<file path="src/rtl/accum_pkg.sv">
// -----------------------------------------------------------------------------
// accum_pkg
// Shared types and default constants for the pushbutton accumulator.
//   accum_state_t   : button-tracking FSM states
//   ACCUM_WIDTH_DEF : default accumulator / addend width
//   SYNC_STAGES_DEF : default number of button synchroniser flops
// -----------------------------------------------------------------------------
package accum_pkg;

  localparam int unsigned ACCUM_WIDTH_DEF = 4;
  localparam int unsigned SYNC_STAGES_DEF = 2;

  typedef enum logic [1:0] {
    ARM_WAIT = 2'd0,
    IDLE     = 2'd1,
    HELD     = 2'd2
  } accum_state_t;

  // Saturating counter step used to track synchroniser priming after reset.
  function automatic logic [2:0] sat_inc3(input logic [2:0] cnt, input logic [2:0] limit);
    return (cnt == limit) ? cnt : (cnt + 3'd1);
  endfunction

endpackage

</file>
<file path="src/rtl/btn_sync.sv">
// -----------------------------------------------------------------------------
// btn_sync
// Multi-flop synchroniser bringing the raw pushbutton into the clk domain.
// Ports:
//   clk   : sampling clock
//   reset : asynchronous active-low reset, clears every stage to 0
//   d     : raw asynchronous input
//   q     : output of the last synchroniser stage
// -----------------------------------------------------------------------------
module btn_sync
  import accum_pkg::*;
#(
  parameter int unsigned SYNC_STAGES = SYNC_STAGES_DEF
) (
  input  logic clk,
  input  logic reset,
  input  logic d,
  output logic q
);

  logic [SYNC_STAGES-1:0] sync_q;

  // Shift the raw input through the synchroniser chain.
  always_ff @(posedge clk or negedge reset) begin
    if (!reset) begin
      sync_q <= '0;
    end else begin
      sync_q <= {sync_q[SYNC_STAGES-2:0], d};
    end
  end

  assign q = sync_q[SYNC_STAGES-1];

endmodule

</file>
<file path="src/rtl/accum_reg.sv">
// -----------------------------------------------------------------------------
// accum_reg
// Pushbutton-driven accumulator: every accepted press adds `addend` to the
// registered accumulator once, with a sticky overflow flag and a one-cycle
// strobe after each committed accumulation.
// Ports:
//   clk        : single clock, rising edge
//   reset      : asynchronous active-low reset
//   btn        : raw pushbutton, asynchronous, active-high
//   clear      : synchronous clear of accumulator and carry (FSM untouched)
//   addend     : value added on each accepted press
//   data_out   : registered accumulator value
//   carry      : sticky overflow flag
//   step_pulse : registered strobe, high the cycle after each commit
// Configuration macro:
//   ACCUM_SAT_EN : when defined, an overflowing commit clamps to all ones;
//                  otherwise it wraps modulo 2^WIDTH. carry is set either way.
// -----------------------------------------------------------------------------
module accum_reg
  import accum_pkg::*;
#(
  parameter int unsigned WIDTH       = ACCUM_WIDTH_DEF,
  parameter int unsigned SYNC_STAGES = SYNC_STAGES_DEF
) (
  input  logic             clk,
  input  logic             reset,
  input  logic             btn,
  input  logic             clear,
  input  logic [WIDTH-1:0] addend,
  output logic [WIDTH-1:0] data_out,
  output logic             carry,
  output logic             step_pulse
);

  // The synchroniser output is only meaningful once SYNC_STAGES edges have
  // shifted real button samples through it; its reset zeros must not be read
  // as "button released", or a button held through reset would be accepted.
  localparam logic [2:0] PRIME_LAST = 3'(SYNC_STAGES);

  logic                 s;
  accum_state_t         state_q;
  logic [2:0]           prime_q;
  logic                 prime_done;
  logic [WIDTH-1:0]     acc_q;
  logic [WIDTH-1:0]     acc_d;
  logic                 carry_q;
  logic                 step_q;
  logic [WIDTH:0]       sum_full;
  logic                 overflow;
  logic                 commit;

  btn_sync #(
    .SYNC_STAGES (SYNC_STAGES)
  ) u_btn_sync (
    .clk   (clk),
    .reset (reset),
    .d     (btn),
    .q     (s)
  );

  assign prime_done = (prime_q == PRIME_LAST);
  assign sum_full   = {1'b0, acc_q} + {1'b0, addend};
  assign overflow   = sum_full[WIDTH];
  assign commit     = (state_q == IDLE) && s;

`ifdef ACCUM_SAT_EN
  assign acc_d = overflow ? {WIDTH{1'b1}} : sum_full[WIDTH-1:0];
`else
  assign acc_d = sum_full[WIDTH-1:0];
`endif

  // Button FSM plus accumulator datapath; clear overrides a same-edge commit.
  always_ff @(posedge clk or negedge reset) begin
    if (!reset) begin
      state_q <= ARM_WAIT;
      prime_q <= 3'd0;
      acc_q   <= '0;
      carry_q <= 1'b0;
      step_q  <= 1'b0;
    end else begin
      prime_q <= sat_inc3(prime_q, PRIME_LAST);
      step_q  <= 1'b0;

      case (state_q)
        ARM_WAIT: begin
          if (prime_done && !s) begin
            state_q <= IDLE;
          end else begin
            state_q <= ARM_WAIT;
          end
        end
        IDLE: begin
          if (s) begin
            state_q <= HELD;
          end else begin
            state_q <= IDLE;
          end
        end
        HELD: begin
          if (!s) begin
            state_q <= IDLE;
          end else begin
            state_q <= HELD;
          end
        end
        default: begin
          state_q <= ARM_WAIT;
        end
      endcase

      if (clear) begin
        acc_q   <= '0;
        carry_q <= 1'b0;
      end else if (commit) begin
        acc_q   <= acc_d;
        carry_q <= carry_q | overflow;
        step_q  <= 1'b1;
      end else begin
        acc_q   <= acc_q;
        carry_q <= carry_q;
      end
    end
  end

  assign data_out   = acc_q;
  assign carry      = carry_q;
  assign step_pulse = step_q;

endmodule

</file>
<file path="config.mk">
export PLATFORM = sky130hd
export DESIGN_NAME = accum_reg
export DESIGN_NICKNAME = d
export VERILOG_FILES = /design/src/rtl/accum_pkg.sv /design/src/rtl/btn_sync.sv /design/src/rtl/accum_reg.sv
export SDC_FILE = /design/constraint.sdc
export NUM_CORES = 1
export LEC_CHECK = 0
export CORE_MARGIN = 4
export CORE_UTILIZATION = 43
export DETAILED_ROUTE_END_ITERATION = 12
export HOLD_SLACK_MARGIN = 0.15
export PLACE_DENSITY = 0.72
export SYNTH_ARGS = -nofsm -noshare
export SYNTH_HDL_FRONTEND = slang
export SYNTH_SLANG_ARGS = --single-unit
</file>
<file path="constraint.sdc">
create_clock -name clk -period 1.45 [get_ports clk]
set_input_delay 0.145 -clock clk [delete_from_list [all_inputs] [get_ports clk]]
set_output_delay 0.145 -clock clk [all_outputs]
set_load 0.1 [all_outputs]
</file>
==> results.json <==
{
  "drc": 0,
  "crit_chain": "ha_4 -> inv_2 -> fa_2 -> nor2b_2 -> o21ai_1 -> a211oi_1",
  "fill_cells": 120,
  "warnings": 31,
  "critPathTopFamily": "adder cells",
  "maxCapViolCount": 0,
  "dp_hpwl_um": 1019,
  "critPathBufInv": 1,
  "reg2reg_to": "carry$_DFFE_PN0P_",
  "synth_async_sr_flop_share_pct": 100.0,
  "fp_nets": 81,
  "insertedDiodeCount": 0,
  "gr-usage-met1_pct": 15.89,
  "critPathKind": "flop to flop",
  "crit_arrival_ns": 1.64,
  "maxSlewHeadroom_pct": 79.43,
  "cts_buffers": 3,
  "timing.fmax_mhz": 695.8,
  "met3_usage_pct": 7.143,
  "grt_max_degree": 14,
  "place.gp.congestion": 0.8670,
  "use_met2_pct": 26.47,
  "io_pins": 14,
  "rr_worst_depth": 6,
  "cts_tree": "yes",
  "cts_setup_buffers": 0,
  "cp-endpoint": "carry$_DFFE_PN0P_",
  "synth_area_per_cell_um2": 10.72,
  "xor_share_pct": 2.593,
  "yosys.cell_count.top_type": "dfrtp_1",
  "path_max_fanout": 2,
  "cpPeakStageDelay_ns": 0.43,
  "end_kind": "flop",
  "rsz0062_at_grt": "yes",
  "synth_cell_types": 21,
  "fin_area_mm2": 0.001006,
  "final_cell_mix": "dfrtp_1 (9), ha_1 (7), clkdlybuf4s50_1 (7), nand2_1 (6), buf_12 (6)",
  "post-place-ws_ns": -0.1853,
  "final_common_cell": "dfrtp_1",
  "ys_chip_area_um2": 675.6,
  "critPathRequiredTime_ns": 1.65,
  "track_usage_pct": 15.53,
  "path_depth": 6,
  "fp.dieW_um": 47.64,
  "r2r_start": "data_out[0]$_DFFE_PN0P_",
  "synth_flop_count": 13,
  "avgRoutedWirePerCell_um": 13.65,
  "skew_ns": 0.003685,
  "top_cells_by_area": "dfrtp_1 (48%), ha_1 (17%), inv_1 (3.3%)",
  "whs_ns": 0.1623,
  "cts.sinks": 13,
  "grt_pass1_wl_um": 2290,
  "setup_slack_ns": 0.01274,
  "route.met2.wl_um": 693,
  "synth_warnings": 0,
  "finalNetCount": 103,
  "powerDensity_mw_per_mm2": 1365,
  "dr.pass1.iters": 2,
  "power_mw": 1.373,
  "outcome": "completed",
  "synthesis.instances": 63,
  "hold_class": "input port to asynchronous set/reset pin",
  "leakage_nw": 0.4326,
  "edf_count": 0,
  "cp-start-kind": "flop",
  "via_count": 516,
  "die-area_mm2": 0.002270,
  "wl_met3_um": 112,
  "die_h_um": 47.64,
  "common_cells": "dfrtp_1 (13), ha_1 (9), inv_1 (6), nand2_1 (6)",
  "finalSetupViolations": 0,
  "muxShareOfSynthArea_pct": 1.481,
  "top_area_cell": "dfrtp_1",
  "grt-busiest-layer": "met2",
  "yosysSeqAreaShare_pct": 48.15,
  "grt_remaining_overflow": 0,
  "ctsResizeCount": 0,
  "ctsHoldBuffers": 0,
  "placement.io_buffers": 13,
  "syn_area_um2": 675.6,
  "h-tree-depth": 1,
  "first_global_vias": 535,
  "ir_worst_vdd_v": 0.0009975,
  "num_rows": 14,
  "yosysCellCount": 63,
  "first_iter_violations": 2,
  "post-route-period-util_pct": 99.12,
  "tightest_slew_ns": 0.3080,
  "ant_nets": 0,
  "initial_core_util_pct": 45.38,
  "critPathSlowestCell": "dfrtp_4",
  "core_area_mm2": 0.001489
}
registers in the layout, summed over array words and instances (netlist names):
signal	count
data_out	4
u_btn_sync.sync_q	2
carry	1
state_q	2
prime_q	3
step_pulse	1
area by class of cell:
| cell class | instances | area, um^2 | area share [%] |
|---|---|---|---|
| Sequential cell | 13 | 337.8 | 33.58 |
| Clock inverter | 1 | 5.005 | 0.4975 |
| Inverter | 6 | 22.52 | 2.239 |
| Clock buffer | 3 | 22.52 | 2.239 |
| Tap cell | 16 | 20.02 | 1.990 |
| Timing Repair Buffer | 18 | 227.7 | 22.64 |
| Multi-Input combinational cell | 43 | 370.4 | 36.82 |
report_power, final:
group	internal, mW	leakage [nW]	switching, mW
clock	0.103	0.0177	0.128
combinational	0.275	0.254	0.386
sequential	0.429	0.161	0.0534
**Wiring by layer**

Drawn at 8 px/um.
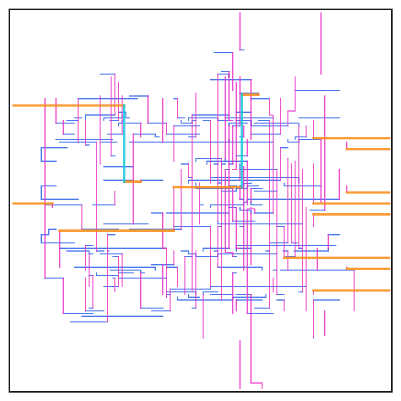
| layer | color | wire length |
|---|---|---|
| M4 | cyan | 21.1 um |
| M3 | orange | 112 um |
| M1 | blue | 539 um |
| M2 | magenta | 693 um |

**Pin placement**

Drawn at 6 px/um. Pins as bars across the die edge, other pins in gray.
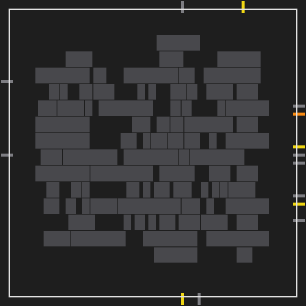
| port | color | pins | direction | edge |
|---|---|---|---|---|
| carry | orange | 1 | output | east |
| data_out | yellow | 4 | output | 2 east, 1 south, 1 north |

Power is estimated from default activity; no workload was simulated.
